$ cat src/rtl/mem_port_arbiter_if.sv
// Request/grant/read-return and unified-memory signals shared by the arbiter
// and its environment; the arbiter takes the slave side.
interface mem_port_arbiter_if;
   logic        if_req;
   logic [31:0] if_addr;
   logic        if_gnt;
   logic        if_rvalid;
   logic [31:0] if_rdata;
   logic        dm_req;
   logic [31:0] dm_pc;
   logic [31:0] dm_addr;
   logic [31:0] dm_wdata;
   logic [3:0]  dm_we;
   logic        dm_gnt;
   logic        dm_rvalid;
   logic [31:0] dm_rdata;
   logic [31:0] mem_pc;
   logic [31:0] mem_addr;
   logic [31:0] mem_wdata;
   logic [3:0]  mem_we;
   logic [31:0] mem_rdata;

   modport slave (
      input  if_req, if_addr, dm_req, dm_pc, dm_addr, dm_wdata, dm_we, mem_rdata,
      output if_gnt, if_rvalid, if_rdata, dm_gnt, dm_rvalid, dm_rdata,
             mem_pc, mem_addr, mem_wdata, mem_we
   );

   modport master (
      output if_req, if_addr, dm_req, dm_pc, dm_addr, dm_wdata, dm_we, mem_rdata,
      input  if_gnt, if_rvalid, if_rdata, dm_gnt, dm_rvalid, dm_rdata,
             mem_pc, mem_addr, mem_wdata, mem_we
   );
endinterface

$ cat src/rtl/mem_port_arbiter.sv
// Two-requester (IF / DM) arbiter for one single-ported synchronous memory.
// DM has priority; IF is forced through after STARVE_LIMIT consecutive DM wins.
module mem_port_arbiter #(
   parameter int unsigned STARVE_LIMIT = 4
) (
   input  logic              clk,
   input  logic              reset,
   mem_port_arbiter_if.slave bus
);
   typedef enum logic [1:0] {OWN_NONE = 2'd0, OWN_IF = 2'd1, OWN_DM = 2'd2} owner_e;

   localparam logic [3:0] LIMIT = 4'(STARVE_LIMIT);

   logic [3:0] starve_cnt_q, starve_cnt_d;
   owner_e     rd_owner_q, rd_owner_d;
   logic       force_if, if_gnt, dm_gnt;

   assign force_if = (starve_cnt_q == LIMIT);
   assign if_gnt   = bus.if_req & (~bus.dm_req | force_if);
   assign dm_gnt   = bus.dm_req & ~if_gnt;

   assign bus.if_gnt = if_gnt;
   assign bus.dm_gnt = dm_gnt;

   always_comb begin
      bus.mem_addr  = '0;
      bus.mem_wdata = '0;
      bus.mem_we    = '0;
      bus.mem_pc    = '0;
      if (dm_gnt) begin
         bus.mem_addr  = bus.dm_addr;
         bus.mem_wdata = bus.dm_wdata;
         bus.mem_we    = bus.dm_we;
         bus.mem_pc    = bus.dm_pc;
      end else if (if_gnt) begin
         bus.mem_addr  = bus.if_addr;
      end
   end

   // Counter only tracks DM wins while IF is actually waiting.
   always_comb begin
      starve_cnt_d = starve_cnt_q;
      if (if_gnt || !bus.if_req)
         starve_cnt_d = '0;
      else if (dm_gnt && starve_cnt_q != LIMIT)
         starve_cnt_d = starve_cnt_q + 4'd1;
   end

   always_comb begin
      rd_owner_d = OWN_NONE;
      if (if_gnt)
         rd_owner_d = OWN_IF;
      else if (dm_gnt && bus.dm_we == 4'd0)
         rd_owner_d = OWN_DM;
   end

   always_ff @(posedge clk or negedge reset) begin
      if (!reset) begin
         starve_cnt_q <= '0;
         rd_owner_q   <= OWN_NONE;
      end else begin
         starve_cnt_q <= starve_cnt_d;
         rd_owner_q   <= rd_owner_d;
      end
   end

   assign bus.if_rvalid = (rd_owner_q == OWN_IF);
   assign bus.dm_rvalid = (rd_owner_q == OWN_DM);
   assign bus.if_rdata  = bus.if_rvalid ? bus.mem_rdata : '0;
   assign bus.dm_rdata  = bus.dm_rvalid ? bus.mem_rdata : '0;
endmodule

$ cat src/flat_wrapper.sv
// flat-port wrapper written by rule: the top's interface ports become plain ports
module mem_port_arbiter_flat 
#(
   parameter int unsigned STARVE_LIMIT = 4
)
  (clk, reset, bus_if_req, bus_if_addr, bus_dm_req, bus_dm_pc, bus_dm_addr, bus_dm_wdata, bus_dm_we, bus_mem_rdata, bus_if_gnt, bus_if_rvalid, bus_if_rdata, bus_dm_gnt, bus_dm_rvalid, bus_dm_rdata, bus_mem_pc, bus_mem_addr, bus_mem_wdata, bus_mem_we);
  mem_port_arbiter_if bus_i ();
  input  logic clk;
  input  logic reset;
  input wire logic [$bits(bus_i.if_req)-1:0] bus_if_req;
  input wire logic [$bits(bus_i.if_addr)-1:0] bus_if_addr;
  input wire logic [$bits(bus_i.dm_req)-1:0] bus_dm_req;
  input wire logic [$bits(bus_i.dm_pc)-1:0] bus_dm_pc;
  input wire logic [$bits(bus_i.dm_addr)-1:0] bus_dm_addr;
  input wire logic [$bits(bus_i.dm_wdata)-1:0] bus_dm_wdata;
  input wire logic [$bits(bus_i.dm_we)-1:0] bus_dm_we;
  input wire logic [$bits(bus_i.mem_rdata)-1:0] bus_mem_rdata;
  output wire logic [$bits(bus_i.if_gnt)-1:0] bus_if_gnt;
  output wire logic [$bits(bus_i.if_rvalid)-1:0] bus_if_rvalid;
  output wire logic [$bits(bus_i.if_rdata)-1:0] bus_if_rdata;
  output wire logic [$bits(bus_i.dm_gnt)-1:0] bus_dm_gnt;
  output wire logic [$bits(bus_i.dm_rvalid)-1:0] bus_dm_rvalid;
  output wire logic [$bits(bus_i.dm_rdata)-1:0] bus_dm_rdata;
  output wire logic [$bits(bus_i.mem_pc)-1:0] bus_mem_pc;
  output wire logic [$bits(bus_i.mem_addr)-1:0] bus_mem_addr;
  output wire logic [$bits(bus_i.mem_wdata)-1:0] bus_mem_wdata;
  output wire logic [$bits(bus_i.mem_we)-1:0] bus_mem_we;
  assign bus_i.if_req = bus_if_req;
  assign bus_i.if_addr = bus_if_addr;
  assign bus_i.dm_req = bus_dm_req;
  assign bus_i.dm_pc = bus_dm_pc;
  assign bus_i.dm_addr = bus_dm_addr;
  assign bus_i.dm_wdata = bus_dm_wdata;
  assign bus_i.dm_we = bus_dm_we;
  assign bus_i.mem_rdata = bus_mem_rdata;
  assign bus_if_gnt = bus_i.if_gnt;
  assign bus_if_rvalid = bus_i.if_rvalid;
  assign bus_if_rdata = bus_i.if_rdata;
  assign bus_dm_gnt = bus_i.dm_gnt;
  assign bus_dm_rvalid = bus_i.dm_rvalid;
  assign bus_dm_rdata = bus_i.dm_rdata;
  assign bus_mem_pc = bus_i.mem_pc;
  assign bus_mem_addr = bus_i.mem_addr;
  assign bus_mem_wdata = bus_i.mem_wdata;
  assign bus_mem_we = bus_i.mem_we;
  mem_port_arbiter #(.STARVE_LIMIT(STARVE_LIMIT)) u_core (.clk(clk), .reset(reset), .bus(bus_i));
endmodule
$ cat config.mk
export PLATFORM = sky130hd
export DESIGN_NAME = mem_port_arbiter_flat
export DESIGN_NICKNAME = d
export VERILOG_FILES = /design/src/rtl/mem_port_arbiter_if.sv /design/src/rtl/mem_port_arbiter.sv /design/src/flat_wrapper.sv
export SDC_FILE = /design/constraint.sdc
export NUM_CORES = 1
export LEC_CHECK = 0
export ABC_CLOCK_PERIOD_IN_PS = 1660
export CORE_AREA = 5 5 129 131
export DETAILED_ROUTE_END_ITERATION = 10
export DIE_AREA = 0 0 134 136
export GPL_ROUTABILITY_DRIVEN = 0
export SKIP_LAST_GASP = 1
export SLEW_MARGIN = 10
export SYNTH_ARGS = -nofsm -noshare
export SYNTH_HDL_FRONTEND = slang
export SYNTH_SLANG_ARGS = --single-unit
$ cat constraint.sdc
create_clock -name clk -period 1.66 [get_ports clk]
set_input_delay 0.249 -clock clk [delete_from_list [all_inputs] [get_ports clk]]
set_output_delay 0.249 -clock clk [all_outputs]
set_load 0.05 [all_outputs]
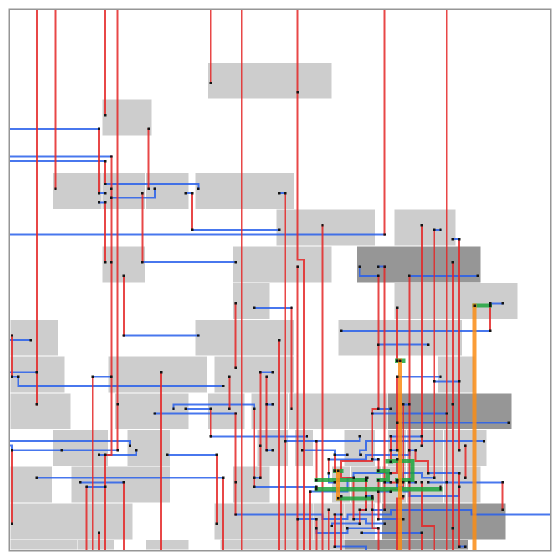
*Layout detail*
Region (47, 21) to (87, 61) um. Cells in grey, sequential cells in the stronger grey; small squares are vias.
- met1: blue
- met3: green
- met2: red
- met4: orange
- sequential cells in the window: 3
- netlist names of flops here include: u_core.starve_cnt_q (3)
- most frequent: buf_12 (9), buf_4 (7)
- cells with their middle in the window: 46

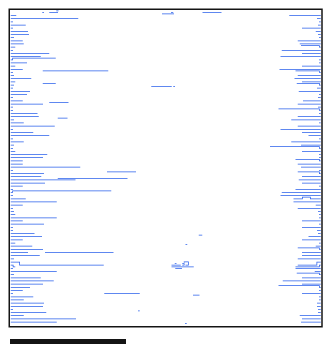
*Signal wires on met3*
Bar = 50 um.
- main direction: horizontal
- wire length on this layer: 1700 um
- share of all routed wire: 12%
- nets with wire on the layer: 211
- longest straight run: 42.3 um

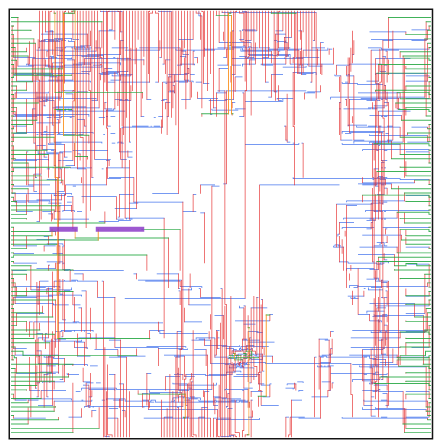
*Signal wires by layer*
- met5: purple (wire length 21.2 um)
- met4: orange (wire length 325 um)
- met3: green (wire length 1700 um)
- met2: red (wire length 7650 um)
- met1: blue (wire length 4180 um)
routed len/inst: 18.6 um
global-route total usage across every layer: 13.2%
DRT Wirelength: 13900 um
overall via count from detail_route: 2898

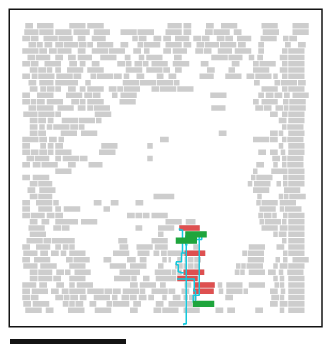
*Clock wires, drivers and flops*
Bar = 50 um.
- clock wires: cyan (length 141 um)
- cells driving clock nets: green (count 3)
- flip-flops: red (count 6)
- routed clock nets: 4

-- worst max-delay path, cell delays in order, from the launching register on --
cell      delay (ns)
dfrtp_1         0.39
inv_2           0.08
ha_4            0.12
nand3b_1        0.13
o21a_4          0.30
buf_12          0.18
a22o_4          0.28
buf_12          0.15
-- worst max path at each step --
stage | start | to | slack [ns] | cells past startpoint
floorplan | u_core.starve_cnt_q[0] | bus_mem_addr[21] | -0.08 | 7
global placement | bus_if_req | bus_mem_addr[22] | -0.32 | 6
detailed placement | bus_if_req | bus_mem_addr[6] | -0.34 | 6
CTS | u_core.starve_cnt_q[0] | bus_mem_addr[6] | -0.44 | 9
global route | u_core.starve_cnt_q[0] | bus_mem_addr[6] | -0.54 | 9
finish | u_core.starve_cnt_q[0] | bus_mem_addr[6] | -0.47 | 7
==> summary.log <==
INFO  synth          synth.cellmix.xorXnorShare=1.17%
INFO  power_and_ir_drop power_frac_seq=5.1%
INFO  placed_design  place_ws=-0.345ns
INFO  outcome        failed_checks=setup timing
INFO  timing         setup_viol=102
INFO  power_and_ir_drop p_leak=3.21nW
INFO  final_layout   synthToLayoutAreaGrowth=406%
INFO  setup_path     reg2reg_slack=0.22ns
INFO  detailed_routing post_drt_via_cell_ratio=3.88
INFO  floorplanning  fp.dieH=136um
INFO  timing         finalHoldViolations=0
INFO  synth          syn-cell-area=1500um2
INFO  grt            gr-usage-met1=11.5%
INFO  floorplanning  num_tap_cells=192
INFO  setup_path     cp.required=1.41ns
INFO  final_layout   clkbuf_count=3
INFO  placed_design  place_inst=730
INFO  timing         final.setup.worst_slack=-0.468ns
INFO  timing         rsz_0062_raised_after_global_routing=true
INFO  timing         finalCriticalPeriod=2.13ns
INFO  outcome        status=finished, violations left
INFO  final_layout   sequential_fraction_of_total_cell_area=1.98%
INFO  timing         finalSetupTns=-41.39ns
INFO  synth          area_share_of_the_largest_cell_type_after_synthesis=56.0%
INFO  floorplanning  floorplanUtilization=9.67%
INFO  synth          common_cells=and2_1 (134), a22o_1 (32), clkbuf_1 (13)
INFO  placed_design  dp.final_hpwl=12200um
INFO  power_and_ir_drop swShare=40.0%
INFO  synth          synthAoiAreaFrac=19.8%
INFO  power_and_ir_drop power_density=394nW/um2
INFO  clock_network  worst_setup_hold_path_clk_slew=0.03ns
INFO  clock_network  total_of_cells_resized_after_clock_tree_synthesis=22
INFO  synth          yosys-dominant-comb-family=simple AND/OR/NAND/NOR gates
INFO  detailed_routing highest_layer=met5
INFO  min_path       worst_hold_path_type=primary input to async pin
INFO  final_layout   nNonClkBuffers=362
INFO  final_layout   regMostFlops=u_core.starve_cnt_q
INFO  clock_network  cts.sinks=6
INFO  synth          post_synth_edffs=0
INFO  synth          synthesis.instances=210
INFO  final_layout   largest_reg_flops=4
INFO  power_and_ir_drop maxPowerGroup=combinational logic
Power is estimated from default activity; no workload was simulated.
